==> config.mk <==
export PLATFORM = sky130hd
export DESIGN_NAME = instr_fetch_unit
export DESIGN_NICKNAME = d
export VERILOG_FILES = /design/src/rtl/cpu_pkg.sv /design/src/rtl/instr_fetch_unit.sv
export SDC_FILE = /design/constraint.sdc
export NUM_CORES = 1
export LEC_CHECK = 0
export CORE_MARGIN = 2
export CORE_UTILIZATION = 29
export CTS_BUF_LIST = sky130_fd_sc_hd__clkbuf_16
export CTS_CLUSTER_DIAMETER = 50
export CTS_CLUSTER_SIZE = 10
export DETAILED_ROUTE_END_ITERATION = 6
export GPL_ROUTABILITY_DRIVEN = 0
export HOLD_SLACK_MARGIN = 0.02
export PLACE_DENSITY = 0.65
export SLEW_MARGIN = 20
export SYNTH_ARGS = -nofsm -noshare
export SYNTH_HDL_FRONTEND = slang
export SYNTH_SLANG_ARGS = --single-unit
==> constraint.sdc <==
create_clock -name Clk -period 3.9 [get_ports Clk]
set_clock_uncertainty 0.05 [all_clocks]
set_input_delay 0.78 -clock Clk [delete_from_list [all_inputs] [get_ports Clk]]
set_output_delay 0.78 -clock Clk [all_outputs]
set_load 0.01 [all_outputs]
==> run_1/pdn.png <==
Pins as bars on the die edge.
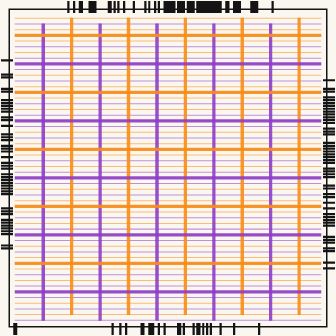
- VSS: purple
- VDD: orange
- rows: 53
- met1 rails: 54
- met5 straps: 10
Placeable Area: 21100 um^2
Chip Width: 151 um

==> run_1/cell_classes.png <==
The bar under the picture is 50 um long.
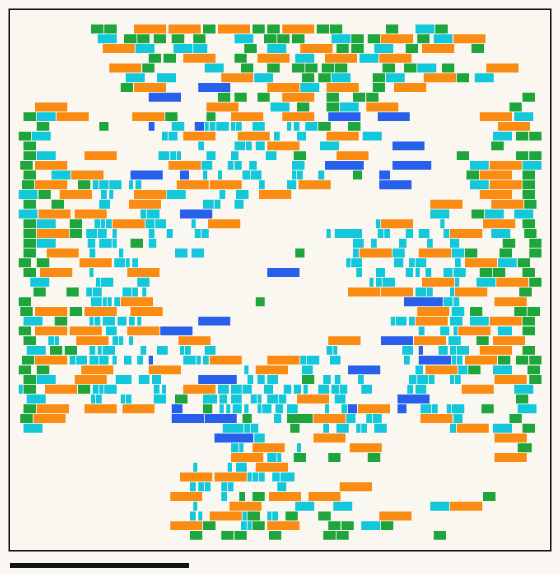
- clock drivers and dummy loads: blue (cells 31; share of their area 7.6%)
- all other logic: cyan (cells 348; share of their area 32%)
- flip-flops: orange (cells 133; share of their area 40%)
- other buffers and delay cells: green (cells 173; share of their area 20%)
post-route cell area: 8740 um^2
final core occ: 41.5%

==> run_1/clock_map.png <==
The bar under the picture is 50 um long.
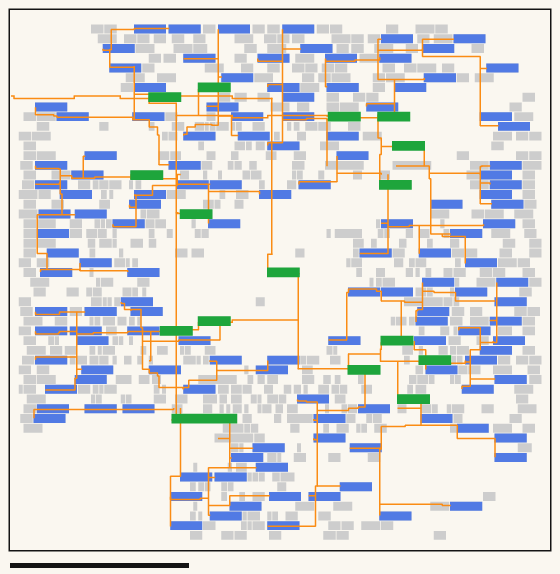
- flip-flops: blue (count 133)
- cells driving clock nets: green (count 17)
- clock wires: orange (length 2010 um)
- routed clock nets: 18
- flops lie: all over the die
Clk. pwr: 1.74 mW
Clock Power Share: 23.9%

==> deck_impl_summary.md, run 1 <==
Physical Implementation Snapshot

Pwr
  • Net switching power: 2.38 mW
  • Leakage power: 3.80 nW
  • Pwr/cell area: 832 nW/um^2
  • Worst vdd ir: 0.000379 V

Final timing
  • # setup viols final: 0
  • RSZ-0062 raised after global routing: no
  • Fmax: 398 MHz
  • Slew Limit Fails: 0

Routing
  • Routed Antenna Nets: 0
  • Wire length per cell: 16.6 um
  • Drt drc: 0
  • Drt total wl: 15900 um
  • Initial DRC count: 155

GRT
  • Global-route wire length before repair: 25000 um
  • GRT Residual Overflow: 0
  • Via count of the first global-routing pass: 4612
  • Pin count of the biggest net entering global routing: 95
  • GRT Util Overall: 14.3%
  • Antenna violations before repair: 0

Cells and area
  • Commonest Layout Cell: clkdlybuf4s50_1
  • Gate Area: 2690 um^2
  • Seq_cells: 133
  • Final nets: 743
  • Mi-comb count: 341
  • Buffering overhead: 19.7%
  • Sequential share of cell area: 38.1%
  • Reg area: 3330 um^2
  • Non-CTS buffers: 173

Worst setup path
  • Crit-path slowest cell: clkdlybuf4s50_1
  • CP required: 4.14 ns
  • R2R Setup Slk: 1.58 ns
  • Crit path launch type: input pin
  • Worst Reg-to-Reg Cells: 5
  • Critical path arrival: 2.75 ns

Yosys
  • Synth unique cells: 46
  • Main flop type after synthesis: dfrtp_1
  • YS warnings: 0
  • Synthesized flop and latch total: 133

Clock tree
  • Late-Pin Clk Latency: 0.41 ns
  • TritonCTS buffer count: 17
  • # resized after CTS: 0

Place
  • Placed cells: 929

Outcome
  • Status: complete, no violations
## run 1: synthesized netlist by cell type, types with 4 or more instances
cell,number,area [um^2]
nand3_1,15,75.1
nand4_1,9,56.3
o21ai_1,4,20.0
xnor2_1,8,70.1
and3_1,7,43.8
nor2_1,34,128
o21ai_0,36,180
mux2i_1,28,280
nand2_1,26,97.6
buf_2,4,20.0
a21oi_1,33,165
buf_12,6,120
dfrtp_1,133,3330
a22oi_1,26,195
xor2_1,20,175
mux2_4,59,886
clkbuf_1,12,45.0
inv_1,7,26.3
## run 1: routing by layer
layer	wire, um	vias to the layer above	track usage, %
met5	0	-	0
met4	172	0	4.49
met3	785	13	3.77
met2	7170	120	21.8
met1	7780	2206	19.9
li1	-	2144	-
## run 1: power by group through the flow
stage	clock network (mW)	logic, mW	registers, mW
2_1_floorplan	0	1.42	2.71
4_1_cts	1.80	2.97	2.61
3_5_place_dp	0	2.96	2.61
3_3_place_gp	0	2.91	2.60
6_report	1.74	2.93	2.60
5_1_grt	1.85	3.19	2.71
## run 1: cells by family (layout without fill, tap and decap cells)
family	count (synthesis)	after routing	share of synthesized area (%)
mux	90	90	19.2
fa+ha+maj	1	1	0.200
flops	133	133	53.2
buf+inv	35	211	4.04
simple gates	109	109	8.71
compound gates	112	112	10.6
xor+xnor	28	28	3.92
other cells	1	1	0.0600
## run 1: stage by stage
stage / power (mW) / util [%] / hold slack [ns]
6_report: 7.27 / 41.5 / 0.420
5_1_grt: 7.75 / 41.5 / 0.456
4_1_cts: 7.37 / 41.5 / 0.435
3_5_place_dp: 5.57 / 38.4 / 0.422
3_3_place_gp: 5.51 / 38.4 / 0.414
2_1_floorplan: 4.13 / - / 0.399
==> run_1/final_clocks.png <==
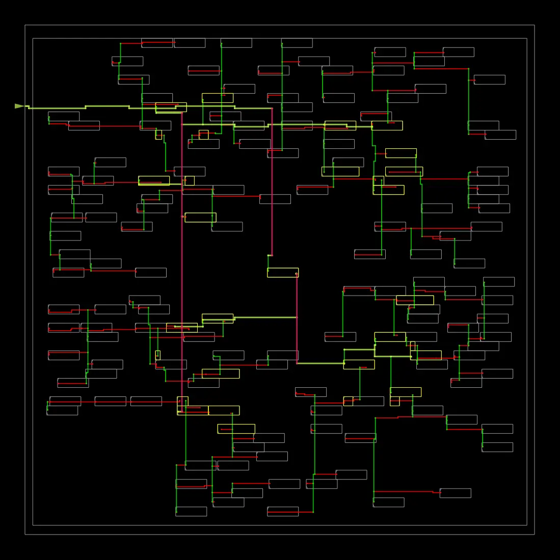

==> run 2: changes to the inputs <==
PLACE_DENSITY = 0.66   (was 0.65)
clock period = 2.14 ns   (was 3.9 ns; I/O delays follow)
==> run_2/final_clocks.png <==
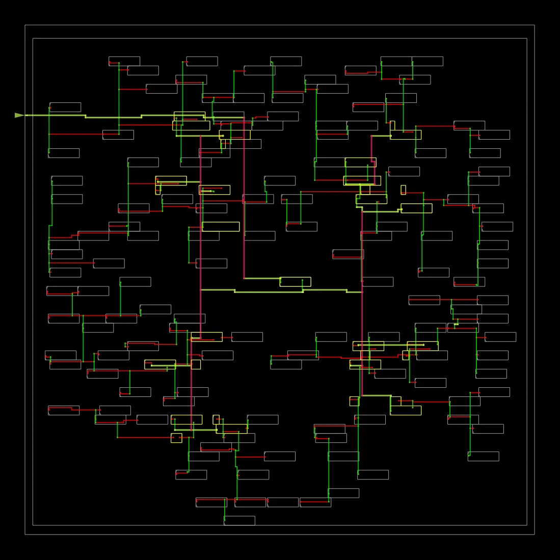
# clk buffers: 17
seq_cells: 133
Late-Pin Clk Latency: 0.42 ns
Clk. pwr: 2.95 mW

==> run_2/pdn.png <==
Pins as bars on the die edge.
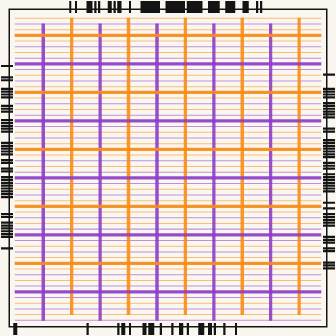
- VDD: orange
- VSS: purple
- met1 rails: 54
- met4 straps: 10
- met5 straps: 10
- rows: 53
- signal pins: 168
worst vdd ir: 0.000666 V
Die Height: 151 um

==> run_2/metal_stack.png <==
Only two layers are drawn.
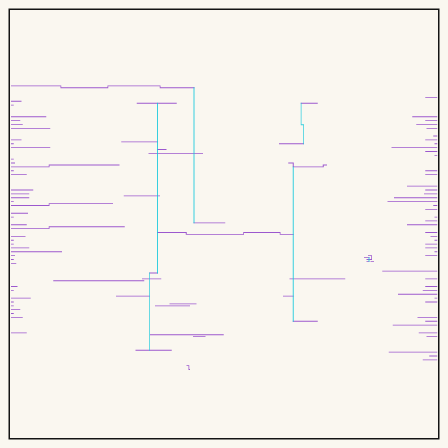
- met4: cyan (wire length 206 um)
- met3: purple (wire length 903 um)
GRT Util Overall: 14.6%
drt total wl: 16200 um
routed vias: 4636

==> deck_impl_summary.md, run 2 <==
Physical Implementation Snapshot

Outcome
  • Status: complete, no violations

Final timing
  • RSZ-0062 raised after global routing: no
  • Slew Limit Fails: 0 (unchanged)
  • Fmax: 503 MHz

Routing
  • Top Layer Used: met4
  • Met3 wire len: 902 um (+15%)
  • Met2 layer wire length in the routed design: 7700 um (+7.5%)

Yosys
  • YS warnings: 0 (unchanged)
  • Top cells by area: dfrtp_1 53%, mux2_4 14%, mux2i_1 4.5%
  • Count leader, synth: dfrtp_1
  • Top post-synthesis cells by count: 133 x dfrtp_1, 59 x mux2_4, 36 x o21ai_0

Worst setup path
  • R2R Setup Slk: 0.20 ns (-1.38 ns)
  • Critical path arrival: 1.51 ns (-1.24 ns)
  • Crit-path slowest cell: clkdlybuf4s50_1

Cells and area
  • Final core occ: 42.4% (+0.96 points)
  • Commonest Layout Cell: clkdlybuf4s50_1
  • Gate Area: 2690 um^2 (unchanged)

Die
  • Placeable Area: 21100 um^2 (unchanged)
  • Chip Width: 151 um (unchanged)

Clock tree
  • # resized after CTS: 0 (unchanged)
  • TritonCTS buffer count: 17 (unchanged)

GRT
  • Antenna violations before repair: 0 (unchanged)

Pwr
  • Leakage power: 3.91 nW (+3.1%)
==> run 2: cells by family (layout without fill, tap and decap cells) <==
group | count (synthesis) | count (layout) | share of synthesized area (%)
multiplexers | 90 | 90 | 19.2
AND/OR/NAND/NOR | 109 | 109 | 8.71
adder cells (fa/ha/maj) | 1 | 1 | 0.200
other | 1 | 1 | 0.0600
buffers and inverters | 35 | 235 | 4.04
flip-flops | 133 | 133 | 53.2
XOR/XNOR | 28 | 28 | 3.92
AND-OR/OR-AND | 112 | 112 | 10.6
==> run 2: per-layer routing <==
metal,GRT usage [%],vias up
li1,-,2186
met1,19.7,2301
met2,22.9,130
met3,3.92,19
met4,4.49,0
met5,0,-
==> run 2: timing repair <==
| item | CTS | global route |
|---|---|---|
| endpoints found under the hold margin | 32 | 0 |
| setup buffers | 0 | 0 |
| hold buffers | 1 | 0 |
==> run 2: area by class of cell <==
| cell class | count | share of cell area, % |
|---|---|---|
| flip-flops and latches | 133 | 37.2 |
| multi-input cells | 341 | 30.1 |
| repair buffers | 196 | 22.0 |
| clock buffers | 17 | 4.76 |
| well taps | 275 | 3.85 |
| clock inverters | 15 | 1.82 |
| inverters | 7 | 0.294 |
==> run 2: power breakdown <==
group | leakage (nW) | total, mW | internal (mW) | switching (mW)
Combinational | 2.06 | 5.75 | 3.42 | 2.33
Clock | 0.275 | 2.95 | 1.81 | 1.14
Sequential | 1.58 | 4.60 | 3.68 | 0.927
==> run 2: per-stage QoR <==
| step | worst slack [ns] | cells | area [um^2] |
|---|---|---|---|
| 2_1_floorplan | 0.336 | 509 | 6250 |
| 3_3_place_gp | -0.0717 | 951 | 8350 |
| 3_5_place_dp | -0.0801 | 951 | 8350 |
| 4_1_cts | 0.126 | 984 | 8940 |
| 5_1_grt | 0.0640 | 984 | 8940 |
| 6_report | 0.151 | 984 | 8940 |
Power is estimated from default activity; no workload was simulated.
